==> src/rtl/fft_out_pkg.sv <==
`default_nettype none
// +----------------------------------------------------------------------------+
// | fft_out_pkg                                                                |
// | Shared types, constants and helpers for the FFT output stage.             |
// | Revision: 1.0                                                              |
// +----------------------------------------------------------------------------+

`ifndef DATA_WIDTH
`define DATA_WIDTH 16
`endif

package fft_out_pkg;

  localparam int c_DATA_WIDTH    = `DATA_WIDTH;
  localparam int c_DEFAULT_LANES = 8;
  localparam int c_LOG2_LANES    = $clog2(c_DEFAULT_LANES);

  typedef logic [c_DATA_WIDTH-1:0] lane_t;

  function automatic bit is_pow2(input int unsigned v);
    return (v != 32'd0) && ((v & (v - 32'd1)) == 32'd0);
  endfunction

  // Reverses the low nbits of idx; used to build the lane permutation network.
  function automatic int unsigned bitrev(input int unsigned idx, input int unsigned nbits);
    int unsigned r;
    int unsigned v;
    r = 32'd0;
    v = idx;
    for (int unsigned b = 0; b < nbits; b++) begin
      r = (r << 1) | (v & 32'd1);
      v = v >> 1;
    end
    return r;
  endfunction

endpackage

`default_nettype wire

==> src/rtl/fft_out_if.sv <==
`default_nettype none
// +----------------------------------------------------------------------------+
// | fft_out_if                                                                 |
// | Input/output beat streams of the FFT output stage with per-beat controls. |
// | Revision: 1.0                                                              |
// +----------------------------------------------------------------------------+

interface fft_out_if
  import fft_out_pkg::*;
#(
  parameter int DATA_WIDTH = c_DATA_WIDTH,
  parameter int LANES      = c_DEFAULT_LANES
);

  logic                        in_valid;
  logic                        in_ready;
  logic [LANES*DATA_WIDTH-1:0] in_data;
  logic [DATA_WIDTH-1:0]       modular;
  logic                        reduce_en;
  logic                        perm_en;

  logic                        out_valid;
  logic                        out_ready;
  logic [LANES*DATA_WIDTH-1:0] out_data;
  logic                        out_last;

  modport master (
    output in_valid, in_data, modular, reduce_en, perm_en, out_ready,
    input  in_ready, out_valid, out_data, out_last
  );

  modport slave (
    input  in_valid, in_data, modular, reduce_en, perm_en, out_ready,
    output in_ready, out_valid, out_data, out_last
  );

endinterface

`default_nettype wire

==> src/rtl/fft_out_fifo.sv <==
`default_nettype none
// +----------------------------------------------------------------------------+
// | fft_out_fifo                                                               |
// | First-word fall-through FIFO with occupancy count, async active-high rst. |
// | Revision: 1.0                                                              |
// +----------------------------------------------------------------------------+

module fft_out_fifo
  import fft_out_pkg::*;
#(
  parameter int WIDTH = 32,
  parameter int DEPTH = 4
) (
  input  wire                     clk,
  input  wire                     rst_n,
  input  wire                     wr_en,
  input  wire [WIDTH-1:0]         wr_data,
  input  wire                     rd_en,
  output logic [WIDTH-1:0]        rd_data,
  output logic                    empty,
  output logic [$clog2(DEPTH):0]  count
);

  localparam int c_PTR_W = $clog2(DEPTH);

  if (!is_pow2(DEPTH) || (DEPTH < 2)) begin : g_bad_depth
    $error("fft_out_fifo: DEPTH must be a power of two >= 2");
  end

  logic [WIDTH-1:0]   r_mem [DEPTH];
  logic [c_PTR_W-1:0] r_wr_ptr;
  logic [c_PTR_W-1:0] r_rd_ptr;
  logic [c_PTR_W:0]   r_count;

  logic w_full;
  logic w_empty;
  logic w_do_rd;
  logic w_do_wr;

  assign w_full  = (r_count == (c_PTR_W+1)'(DEPTH));
  assign w_empty = (r_count == '0);
  assign w_do_rd = rd_en && !w_empty;
  // A write into a full FIFO is only legal when a read frees the slot this edge.
  assign w_do_wr = wr_en && (!w_full || w_do_rd);

  always_ff @(posedge clk or posedge rst_n) begin
    if (rst_n) begin
      r_wr_ptr <= '0;
      r_rd_ptr <= '0;
      r_count  <= '0;
    end else begin
      if (w_do_wr) r_wr_ptr <= r_wr_ptr + c_PTR_W'(1);
      if (w_do_rd) r_rd_ptr <= r_rd_ptr + c_PTR_W'(1);
      if (w_do_wr && !w_do_rd)      r_count <= r_count + (c_PTR_W+1)'(1);
      else if (!w_do_wr && w_do_rd) r_count <= r_count - (c_PTR_W+1)'(1);
    end
  end

  always_ff @(posedge clk) begin
    if (w_do_wr) r_mem[r_wr_ptr] <= wr_data;
  end

  // Storage is not reset, so the head is masked while empty.
  assign rd_data = w_empty ? '0 : r_mem[r_rd_ptr];
  assign empty   = w_empty;
  assign count   = r_count;

endmodule

`default_nettype wire

==> src/rtl/fft_out_stage.sv <==
`default_nettype none
// +----------------------------------------------------------------------------+
// | fft_out_stage                                                              |
// | Reduce / bit-reverse permute pipeline with credit-based output FIFO and   |
// | frame-boundary marking for the memory write-back path.                    |
// | Revision: 1.0                                                              |
// +----------------------------------------------------------------------------+

module fft_out_stage
  import fft_out_pkg::*;
#(
  parameter int DATA_WIDTH = c_DATA_WIDTH,
  parameter int LANES      = c_DEFAULT_LANES,
  parameter int FIFO_DEPTH = 4
) (
  input  wire         clk,
  input  wire         rst_n,
  fft_out_if.slave    bus,
  input  wire [15:0]  frame_beats,
  input  wire         err_clr,
  output logic        range_err
);

  localparam int c_W       = LANES * DATA_WIDTH;
  localparam int c_LOG2_LN = $clog2(LANES);
  localparam int c_CNT_W   = $clog2(FIFO_DEPTH) + 1;

  if (!is_pow2(LANES) || (LANES < 2) || (LANES > 16)) begin : g_bad_lanes
    $error("fft_out_stage: LANES must be a power of two in 2..16");
  end
  if (!is_pow2(FIFO_DEPTH) || (FIFO_DEPTH < 2)) begin : g_bad_depth
    $error("fft_out_stage: FIFO_DEPTH must be a power of two >= 2");
  end

  logic               w_in_ready;
  logic               w_accept;
  logic [c_W-1:0]     w_p1_next;
  logic [LANES-1:0]   w_ge_2q;
  logic               w_range_hit;

  logic               r_p1_valid;
  logic [c_W-1:0]     r_p1_data;
  logic               r_p1_perm;

  logic [c_W-1:0]     w_perm;
  logic [c_W-1:0]     w_p2_next;
  logic               r_p2_valid;
  logic [c_W-1:0]     r_p2_data;

  logic [c_W-1:0]     w_fifo_data;
  logic               w_fifo_empty;
  logic [c_CNT_W-1:0] w_fifo_count;
  logic [c_CNT_W:0]   w_used;

  logic               w_out_valid;
  logic               w_out_fire;
  logic               w_at_last;
  logic [15:0]        w_last_idx;
  logic [15:0]        r_beat_cnt;

  assign w_accept = bus.in_valid && w_in_ready;

  // P1: conditional subtraction plus a 2q range check in one extra bit.
  for (genvar i = 0; i < LANES; i++) begin : g_reduce
    logic [DATA_WIDTH-1:0] w_x;
    logic                  w_ge_q;
    assign w_x        = bus.in_data[i*DATA_WIDTH +: DATA_WIDTH];
    assign w_ge_q     = (w_x >= bus.modular);
    assign w_ge_2q[i] = ({1'b0, w_x} >= {bus.modular, 1'b0});
    assign w_p1_next[i*DATA_WIDTH +: DATA_WIDTH] =
      (bus.reduce_en && w_ge_q) ? (w_x - bus.modular) : w_x;
  end

  assign w_range_hit = w_accept && bus.reduce_en && (|w_ge_2q);

  always_ff @(posedge clk or posedge rst_n) begin
    if (rst_n) begin
      r_p1_valid <= 1'b0;
      r_p1_data  <= '0;
      r_p1_perm  <= 1'b0;
    end else begin
      r_p1_valid <= w_accept;
      if (w_accept) begin
        r_p1_data <= w_p1_next;
        r_p1_perm <= bus.perm_en;
      end
    end
  end

  // P2: fixed bit-reversal wiring, selected per beat.
  for (genvar i = 0; i < LANES; i++) begin : g_perm
    localparam int unsigned c_SRC = bitrev(i, c_LOG2_LN);
    assign w_perm[i*DATA_WIDTH +: DATA_WIDTH] = r_p1_data[c_SRC*DATA_WIDTH +: DATA_WIDTH];
  end

  assign w_p2_next = r_p1_perm ? w_perm : r_p1_data;

  always_ff @(posedge clk or posedge rst_n) begin
    if (rst_n) begin
      r_p2_valid <= 1'b0;
      r_p2_data  <= '0;
    end else begin
      r_p2_valid <= r_p1_valid;
      r_p2_data  <= w_p2_next;
    end
  end

  fft_out_fifo #(
    .WIDTH (c_W),
    .DEPTH (FIFO_DEPTH)
  ) u_fifo (
    .clk     (clk),
    .rst_n   (rst_n),
    .wr_en   (r_p2_valid),
    .wr_data (r_p2_data),
    .rd_en   (bus.out_ready),
    .rd_data (w_fifo_data),
    .empty   (w_fifo_empty),
    .count   (w_fifo_count)
  );

  // Credits cover buffered plus in-flight beats, so the pipeline never stalls.
  assign w_used = {1'b0, w_fifo_count}
                + {{c_CNT_W{1'b0}}, r_p1_valid}
                + {{c_CNT_W{1'b0}}, r_p2_valid};
  assign w_in_ready = !rst_n && (w_used < (c_CNT_W+1)'(FIFO_DEPTH));

  assign w_out_valid = !w_fifo_empty;
  assign w_out_fire  = w_out_valid && bus.out_ready;
  assign w_last_idx  = (frame_beats == 16'd0) ? 16'd0 : (frame_beats - 16'd1);
  assign w_at_last   = (r_beat_cnt == w_last_idx);

  always_ff @(posedge clk or posedge rst_n) begin
    if (rst_n) begin
      r_beat_cnt <= '0;
    end else if (w_out_fire) begin
      r_beat_cnt <= w_at_last ? 16'd0 : (r_beat_cnt + 16'd1);
    end
  end

  // A new violation wins over a clear arriving in the same cycle.
  always_ff @(posedge clk or posedge rst_n) begin
    if (rst_n) begin
      range_err <= 1'b0;
    end else if (w_range_hit) begin
      range_err <= 1'b1;
    end else if (err_clr) begin
      range_err <= 1'b0;
    end
  end

  assign bus.in_ready  = w_in_ready;
  assign bus.out_valid = w_out_valid;
  assign bus.out_data  = w_fifo_data;
  assign bus.out_last  = w_out_valid && w_at_last;

endmodule

`default_nettype wire

==> src/flat_wrapper.sv <==
// flat-port wrapper written by rule: the top's interface ports become plain ports
module fft_out_stage_flat import fft_out_pkg::*;
#(
  parameter int DATA_WIDTH = c_DATA_WIDTH,
  parameter int LANES      = c_DEFAULT_LANES,
  parameter int FIFO_DEPTH = 4
)
  (clk, rst_n, frame_beats, err_clr, range_err, bus_in_valid, bus_in_data, bus_modular, bus_reduce_en, bus_perm_en, bus_out_ready, bus_in_ready, bus_out_valid, bus_out_data, bus_out_last);
  fft_out_if #(.DATA_WIDTH(DATA_WIDTH), .LANES(LANES)) bus_i ();
  input  wire clk;
  input  wire rst_n;
  input  wire [15:0] frame_beats;
  input  wire err_clr;
  output logic range_err;
  input wire logic [$bits(bus_i.in_valid)-1:0] bus_in_valid;
  input wire logic [$bits(bus_i.in_data)-1:0] bus_in_data;
  input wire logic [$bits(bus_i.modular)-1:0] bus_modular;
  input wire logic [$bits(bus_i.reduce_en)-1:0] bus_reduce_en;
  input wire logic [$bits(bus_i.perm_en)-1:0] bus_perm_en;
  input wire logic [$bits(bus_i.out_ready)-1:0] bus_out_ready;
  output wire logic [$bits(bus_i.in_ready)-1:0] bus_in_ready;
  output wire logic [$bits(bus_i.out_valid)-1:0] bus_out_valid;
  output wire logic [$bits(bus_i.out_data)-1:0] bus_out_data;
  output wire logic [$bits(bus_i.out_last)-1:0] bus_out_last;
  assign bus_i.in_valid = bus_in_valid;
  assign bus_i.in_data = bus_in_data;
  assign bus_i.modular = bus_modular;
  assign bus_i.reduce_en = bus_reduce_en;
  assign bus_i.perm_en = bus_perm_en;
  assign bus_i.out_ready = bus_out_ready;
  assign bus_in_ready = bus_i.in_ready;
  assign bus_out_valid = bus_i.out_valid;
  assign bus_out_data = bus_i.out_data;
  assign bus_out_last = bus_i.out_last;
  fft_out_stage #(.DATA_WIDTH(DATA_WIDTH), .LANES(LANES), .FIFO_DEPTH(FIFO_DEPTH)) u_core (.clk(clk), .rst_n(rst_n), .bus(bus_i), .frame_beats(frame_beats), .err_clr(err_clr), .range_err(range_err));
endmodule
==> config.mk <==
export PLATFORM = sky130hd
export DESIGN_NAME = fft_out_stage_flat
export DESIGN_NICKNAME = d
export VERILOG_FILES = /design/src/rtl/fft_out_pkg.sv /design/src/rtl/fft_out_if.sv /design/src/rtl/fft_out_fifo.sv /design/src/rtl/fft_out_stage.sv /design/src/flat_wrapper.sv
export SDC_FILE = /design/constraint.sdc
export NUM_CORES = 1
export LEC_CHECK = 0
export ABC_CLOCK_PERIOD_IN_PS = 11900
export CAP_MARGIN = 20
export CORE_MARGIN = 1.5
export CORE_UTILIZATION = 60
export CTS_BUF_LIST = sky130_fd_sc_hd__clkbuf_4 sky130_fd_sc_hd__clkbuf_8
export DETAILED_ROUTE_END_ITERATION = 7
export PLACE_DENSITY = 0.94
export REMOVE_ABC_BUFFERS = 1
export SETUP_SLACK_MARGIN = 0.05
export SYNTH_ARGS = -nofsm -noshare
export SYNTH_HDL_FRONTEND = slang
export SYNTH_SLANG_ARGS = --single-unit
==> constraint.sdc <==
create_clock -name clk -period 11.9 [get_ports clk]
set_input_delay 1.19 -clock clk [delete_from_list [all_inputs] [get_ports clk]]
set_output_delay 1.19 -clock clk [all_outputs]
set_load 0.1 [all_outputs]
==> impl_metrics.py, run 1 <==
# Generated from Yosys and OpenROAD reports
metrics = {
    "hold_path": {
        "hold_depth": 0,
        "whs_endpoint": "u_core.r_p2_data[4]",
        "hold_start": "u_core.r_p1_data[4]",
        "hold_class": "reg2reg",
    },
    "route": {
        "vias": 26400,
        "avgViaCountPerCell": 6.26,
        "initialDrtViolationCount": 2518,
        "first_pass_iters": 7,
        "antenna_left": 0,
        "drc": 0,
        "wirelength_mm": 101,
    },
    "worst_setup_path": {
        "critPathTopFamily": "simple AND/OR/NAND/NOR gates",
        "slowest_stage": "clkdlybuf4s50_1",
        "worst_setup_path_start_kind": "input pin",
        "worst-path-stages": 10,
        "critical_path_buf_inv_count": 2,
        "rr_startpoint": "u_core.u_fifo.count[0]",
        "r2r_slack_ns": 8.05,
        "cp-end-kind": "output port",
        "worstReg2RegEnd": "u_core.r_p1_data[111]",
        "slowest_delay_ns": 1.15,
        "crit_path_frequent_cell": "clkdlybuf4s50_1",
        "r2r_cells": 8,
    },
    "timing": {
        "finalSetupTns_ns": 0,
        "period_needed_ns": 7.02,
        "finalMaxSlewViolations": 0,
        "tightest_slew_ns": 1.14,
        "finalClockPeriodUsage_pct": 59.0,
        "setup_viol": 0,
        "fmax_ghz": 0.142,
        "skew_ns": 0.0533,
        "rsz0062_at_grt": "no",
        "hold_ws_ns": 0.351,
        "layout_setup_ws_ns": 4.88,
    },
    "yosys": {
        "ys_cells": 2882,
        "synth.distinct_cells": 76,
        "synth.top_cells.by_area": "edfxtp_1 39%, dfrtp_1 18%, ha_1 8.2%",
        "top_area_cell": "edfxtp_1",
        "syn_inst": 2882,
        "ff_type": "edfxtp_1",
        "ys_top_cells_by_count": "512 x edfxtp_1, 283 x dfrtp_1, 256 x ha_1",
        "yosys.area.top_type_share_pct": 39.2,
        "avgSynthCellArea_sq_um": 13.6,
        "edf_count": 512,
        "ys_seq_share_pct": 57.3,
        "synth_top_cell_by_count": "edfxtp_1",
        "synth_warnings": 0,
        "async_reset_ff_share_pct": 35.6,
    },
    "cts": {
        "h-tree-depth": 3,
        "clk_latency_ns": 0.79,
        "cts_resized": 0,
        "ctsHoldBuffers": 0,
        "clk_pin_slew_ns": 0.06,
        "cts_tree": "built",
        "ctsRootBufferMaster": "clkbuf_8",
        "post_cts_buffers": 0,
    },
    "floorplan": {
        "io_pins": 299,
        "die_h_microns": 259,
        "die_w_microns": 259,
        "dieArea_sq_um": 66900,
    },
    "placed_design": {
        "place.gp.congestion": 0.941,
        "dpl_cell_area_sq_um": 43200,
        "post-place-ws_ns": 4.92,
        "place_hpwl_mm": 66.8,
    },
    "run": {
        "maxCapViolCount": 0,
    },
    "pwr": {
        "p_int_mw": 6.74,
        "irDropWorstVdd_uv": 364,
        "clockPowerShare_pct": 19.9,
        "power-per-cell-area_nw_per_um2": 260,
        "total_power_mw": 12.0,
        "p_leak_nw": 18.1,
        "pwr-share-seq_pct": 35.9,
        "switchingPower_mw": 5.21,
        "combPwrFrac_pct": 44.2,
    },
    "outcome": {
        "outcome": "complete, no violations",
    },
    "grt": {
        "antenna_found_initial": 27,
        "grt_use_total_pct": 30.4,
        "grt_pass1_wl_mm": 154,
        "grt-ovfl-total": 0,
        "grt_max_degree": 83,
    },
    "layout": {
        "drive_gt1_share_pct": 14.8,
        "nets": 3670,
    },
}
-- run 1: how the worst max path moves through the flow --
| stage | start | end | slack [ns] |
|---|---|---|---|
| 2_1_floorplan | rst_n | u_core.r_p1_data[94] | 2.28 |
| 3_5_place_dp | frame_beats[2] | bus_out_last | 4.92 |
| 3_3_place_gp | frame_beats[2] | bus_out_last | 4.90 |
| 5_1_grt | frame_beats[2] | bus_out_last | 4.71 |
| 4_1_cts | frame_beats[2] | bus_out_last | 4.92 |
| 6_report | frame_beats[2] | bus_out_last | 4.88 |
-- run 1: cell usage in the layout, fill, tap and decap left out, drive strengths merged, types with 24 or more instances in the layout --
cell type | synthesis | layout
clkdlybuf4s50 | 0 | 298
inv | 70 | 75
clkinv | 2 | 39
xnor2 | 92 | 92
dfrtp | 283 | 283
nor2b | 36 | 36
mux4 | 128 | 128
mux2 | 72 | 72
o21ai | 181 | 181
nand2 | 187 | 187
xor2 | 38 | 38
mux2i | 102 | 102
ha | 256 | 256
nor3 | 29 | 29
edfxtp | 512 | 512
and2 | 138 | 138
a21oi | 140 | 140
nand2b | 24 | 24
buf | 21 | 43
nand4 | 38 | 38
clkbuf | 83 | 173
nand3 | 36 | 36
a21o | 71 | 71
nor2 | 107 | 107
-- run 1: per-layer routing --
metal  track usage (%)  share of wire, %
met4              15.4               4.6
met3              6.66               8.5
met2              48.9                48
met1              39.3                39
met5                 0              0.11
-- run 1: worst register-to-register path, cell delays in order (launching register included) --
cell and delay, ns:
dfrtp_1 0.46, ha_1 0.33, a21o_1 0.18, a211oi_1 0.47, nand2_4 0.51, buf_4 0.59
buf_4 0.52, a221oi_1 0.60, a21o_1 0.14
-- run 1: logic make-up after synthesis --
logic type | after synthesis | share of synthesized area, %
xor+xnor | 130 | 2.90
compound gates | 558 | 8.82
simple gates | 656 | 8.62
flops | 795 | 57.3
fa+ha+maj | 265 | 8.63
buf+inv | 176 | 1.75
mux | 302 | 12.0
-- run 1: area by class of cell --
| type | instances | area [sq um] |
|---|---|---|
| repair buffers | 341 | 3360 |
| clock buffers | 173 | 2130 |
| well taps | 855 | 1070 |
| multi-input cells | 1911 | 16100 |
| diodes | 18 | 45.0 |
| flip-flops and latches | 795 | 22500 |
| clock inverters | 50 | 439 |
| fillers | 4031 | 18700 |
| inverters | 72 | 278 |
-- run 1: registers in the layout (all words and copies together), names as in the netlist, 2 cells and up --
| register | count |
|---|---|
| u_core.r_p2_data | 128 |
| u_core.r_beat_cnt | 16 |
| u_core.u_fifo.count | 3 |
| u_core.r_p1_data | 128 |
| u_core.u_fifo.r_mem | 512 |
| u_core.u_fifo.r_rd_ptr | 2 |
| u_core.u_fifo.r_wr_ptr | 2 |
-- run 1: power groups by stage --
stage	Combinational (mW)	Clock, mW	Sequential (mW)
6_report	5.28	2.38	4.29
3_3_place_gp	5.16	0	4.25
3_5_place_dp	5.24	0	4.32
2_1_floorplan	4.03	0	4.31
4_1_cts	5.29	2.40	4.28
5_1_grt	5.52	2.52	4.36
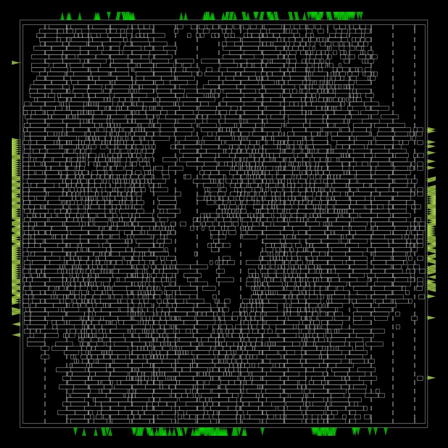
Figure 1: run 1, placed standard cells.
flop count: 795
Finished Layout Cells: 4215

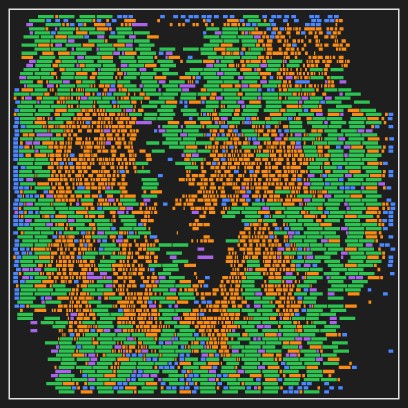
Figure 2: run 1, placed cells, one colour a class.
Scale: 1.5 px per micron.
colour	class	cells
orange	remaining logic cells	1983
purple	clock drivers and dummy loads	223
blue	remaining buffers and delay cells	341
green	registers	795
Post-Layout Inst Area: 45900 sq um
Rows: 93
Core Box Area: 64600 sq um

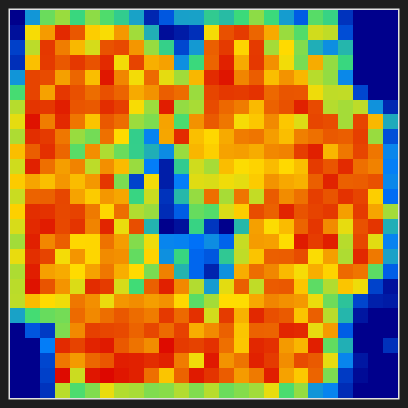
Figure 3: run 1, cell density map.
Scale: 1.5 px per micron. The die is cut into 26 by 26 equal tiles; dark blue is low, red is high, 0 to 100% covered.
tiles over 75% full	56%
mean over tiles	67%
fullest tile	99%
nearly empty tiles	6.4%
utilization after layout: 71.1%
fp_density: 60.7%

==> run 2: changes to the inputs <==
- ABC_CLOCK_PERIOD_IN_PS: 11900 -> 6400
- CORE_UTILIZATION: 60 -> 55
- PLACE_DENSITY: 0.94 -> 0.91
- clock period: 11.9 -> 6.4 ns (I/O delays scaled with it)
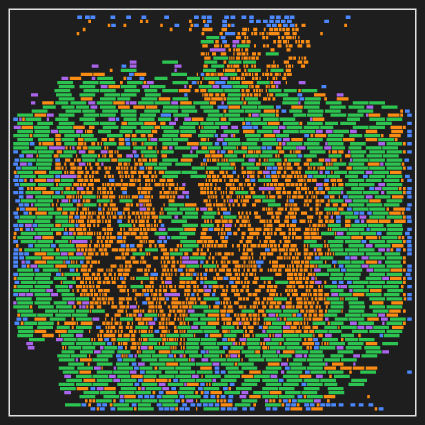
Figure 4: run 2, placed cells, one colour a class.
Scale: 1.5 px per micron.
colour	class	cells
blue	remaining buffers and delay cells	338
green	registers	795
purple	clock drivers and dummy loads	229
orange	remaining logic cells	1983
Core Box Area: 70300 sq um
Post-Layout Inst Area: 46100 sq um
flop share of the area: 48.7%

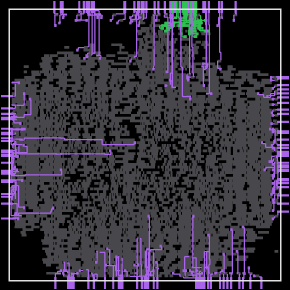
Figure 5: run 2, port wiring.
Scale: 1 px per micron.
colour	port	bits	direction	end cells	buffers	wire
green	`frame_beats`	16	input	39	16	532 microns
purple	`bus_out_data`	128	output	128	128	3750 microns
PortBufs: 298
num ports: 299

==> run 2 against run 1 <==
Die area grew 9.0%; hold slack improved by 0.021 ns; largest power group unchanged; worst setup slack worse by 3.5 ns.
==> impl_metrics.py, run 2 <==
# Generated from Yosys and OpenROAD reports
metrics = {
    "route": {
        "wire_per_inst_microns": 23.8,
        "antenna_left": 0,
        "vias": 26100,
        "wirelength_mm": 102,
        "initialDrtViolationCount": 2513,
        "avgViaCountPerCell": 6.07,
        "drc": 0,
        "first_pass_iters": 6,
    },
    "grt": {
        "grt_pass1_wl_mm": 155,
        "grt_pass1_vias": 26200,
        "antenna_found_initial": 22,
        "grt_use_total_pct": 28.0,
        "grt_max_degree": 231,
        "grt-ovfl-total": 0,
    },
    "yosys": {
        "edf_count": 512,
        "avgSynthCellArea_sq_um": 13.6,
        "ys_seq_share_pct": 57.3,
        "synth_warnings": 0,
        "synth.top_cells.by_area": "edfxtp_1 39%, dfrtp_1 18%, ha_1 8.2%",
        "ys_cells": 2882,
        "ff_type": "edfxtp_1",
        "netlist_area_sq_um": 39200,
        "ys_top_cells_by_count": "512 x edfxtp_1, 283 x dfrtp_1, 256 x ha_1",
        "synth_chip_area_sq_um": 39200,
        "top_area_cell": "edfxtp_1",
        "async_reset_ff_share_pct": 35.6,
        "yosys.area.top_type_share_pct": 39.2,
        "syn_inst": 2882,
        "synth_top_cell_by_count": "edfxtp_1",
        "synth.distinct_cells": 76,
    },
    "run": {
        "warning_count": 37,
        "maxCapViolCount": 0,
    },
    "layout": {
        "drive_gt1_share_pct": 14.9,
        "lay_top_count": "edfxtp_1",
        "largestRegisters": "u_core.u_fifo.r_mem (512), u_core.r_p1_data (128), u_core.r_p2_data (128)",
        "ff_latch_area_sq_um": 22500,
        "logic_area_sq_um": 16100,
        "top_register": "u_core.u_fifo.r_mem",
        "largest_reg_flops": 512,
        "final_cell_mix": "512 x edfxtp_1, 297 x clkdlybuf4s50_1, 280 x dfrtp_1",
        "nets": 3670,
    },
    "cts": {
        "h-tree-depth": 3,
        "clk_pin_slew_ns": 0.06,
        "post_cts_buffers": 0,
        "clock_path_buffers": 3,
        "cts_resized": 0,
        "cts_sinks": 795,
        "ctsRootBufferMaster": "clkbuf_8",
        "clk_latency_ns": 0.73,
        "ctsHoldBuffers": 0,
        "cts_tree": "built",
        "cts_made_buffers": 120,
    },
    "hold_path": {
        "hold_start": "u_core.r_p1_data[6]",
        "hold_depth": 0,
        "whs_endpoint": "u_core.r_p2_data[6]",
        "hold_class": "reg2reg",
    },
    "placed_design": {
        "place_hpwl_mm": 70.8,
        "place.gp.congestion": 0.952,
        "placed_cells": 4052,
        "post-place-ws_ns": 1.30,
    },
    "worst_setup_path": {
        "worstReg2RegEnd": "u_core.r_beat_cnt[15]",
        "cp.arrival_ns": 4.38,
        "worst_setup_path_start_kind": "input pin",
        "cp-end-kind": "output port",
        "r2r_slack_ns": 2.72,
        "rr_startpoint": "u_core.u_fifo.count[0]",
        "r2r_cells": 8,
    },
    "timing": {
        "finalMaxSlewViolations": 0,
        "period_needed_ns": 5.02,
        "setup_viol": 0,
        "layout_setup_ws_ns": 1.38,
        "rsz0062_at_grt": "no",
        "fmax_ghz": 0.199,
        "finalClockPeriodUsage_pct": 78.4,
        "skew_ns": 0.0336,
        "finalSetupTns_ns": 0,
        "tightest_slew_ns": 1.10,
    },
    "floorplan": {
        "dieArea_sq_um": 72900,
        "initial_utilization_pct": 55.8,
        "die_h_microns": 270,
        "die_w_microns": 270,
    },
    "outcome": {
        "outcome": "complete, no violations",
    },
    "pwr": {
        "p_leak_nw": 18.1,
        "power-per-cell-area_nw_per_um2": 484,
        "irDropWorstVdd_uv": 753,
    },
}
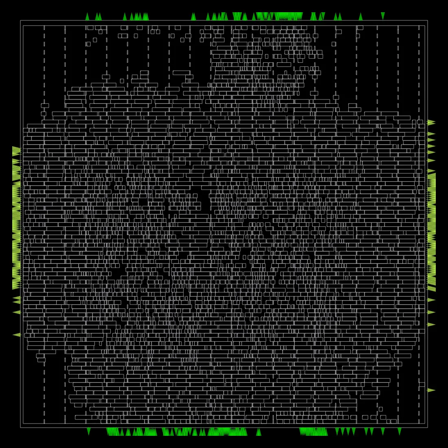
Figure 6: run 2, placed standard cells.
FILL cells: 4854
Rows: 97
Finished Layout Cells: 4297
utilization after layout: 65.6%

## run 2: layout make-up
cell class	count	share of cell area, %
flip-flops and latches	795	48.7
multi-input cells	1911	35.0
repair buffers	338	7.33
clock buffers	171	4.71
well taps	940	2.55
clock inverters	58	1.06
inverters	72	0.602
diodes	12	0.0651
## run 2: power by group
group	internal, mW	switching, mW
clock	2.49	1.99
combinational	3.03	6.67
sequential	7.08	1.06
total	12.6	9.73
## run 2: kinds of logic (layout without fill, tap and decap cells)
kind of cell / Yosys count / in the layout / synth area share (%)
flip-flops: 795 / 795 / 57.3
AND/OR/NAND/NOR: 656 / 656 / 8.62
AND-OR/OR-AND: 558 / 558 / 8.82
multiplexers: 302 / 302 / 12.0
adder cells (fa/ha/maj): 265 / 265 / 8.63
buffers and inverters: 176 / 639 / 1.75
XOR/XNOR: 130 / 130 / 2.90
other: 0 / 12 / 0
## run 2: worst max-delay path by stage
stage | from | end | slack, ns | cells after the start
2_1_floorplan | u_core.u_fifo.count[0] | u_core.r_p1_data[94] | -2.95 | 8
3_3_place_gp | frame_beats[2] | bus_out_last | 1.39 | 10
3_5_place_dp | bus_modular[0] | u_core.r_p1_data[83] | 1.30 | 13
4_1_cts | frame_beats[2] | bus_out_last | 1.38 | 10
5_1_grt | frame_beats[2] | bus_out_last | 1.08 | 10
6_report | frame_beats[2] | bus_out_last | 1.38 | 10
## run 2: per-layer routing
| metal | share of wire [%] | track usage, % | vias to the layer above |
|---|---|---|---|
| li1 | - | - | 11700 |
| met1 | 39 | 36.8 | 12900 |
| met2 | 48 | 45.6 | 1194 |
| met3 | 8.3 | 5.94 | 248 |
| met4 | 3.8 | 11.2 | 20 |
| met5 | 0.12 | 0 | - |
## run 2: metrics by stage
step                area [sq um]  power (mW)  hold slack (ns)
detailed placement         43400        17.9            0.359
finish                     46100        22.3            0.372
CTS                        46000        22.4            0.369
floorplan                  38800        15.5            0.350
global placement           43400        17.6            0.358
global route               46100        23.2            0.376
## run 2: worst max-delay path: stages
cell and delay, ns:
clkdlybuf4s50_1 0.50, nor4_1 0.77, and2_1 0.32, and3_1 0.30, nor2_1 0.07, o311a_1 0.29, a2111o_1 0.36, or4_1 0.61
nor2b_1 0.20, buf_4 0.31
Power is estimated from default activity; no workload was simulated.
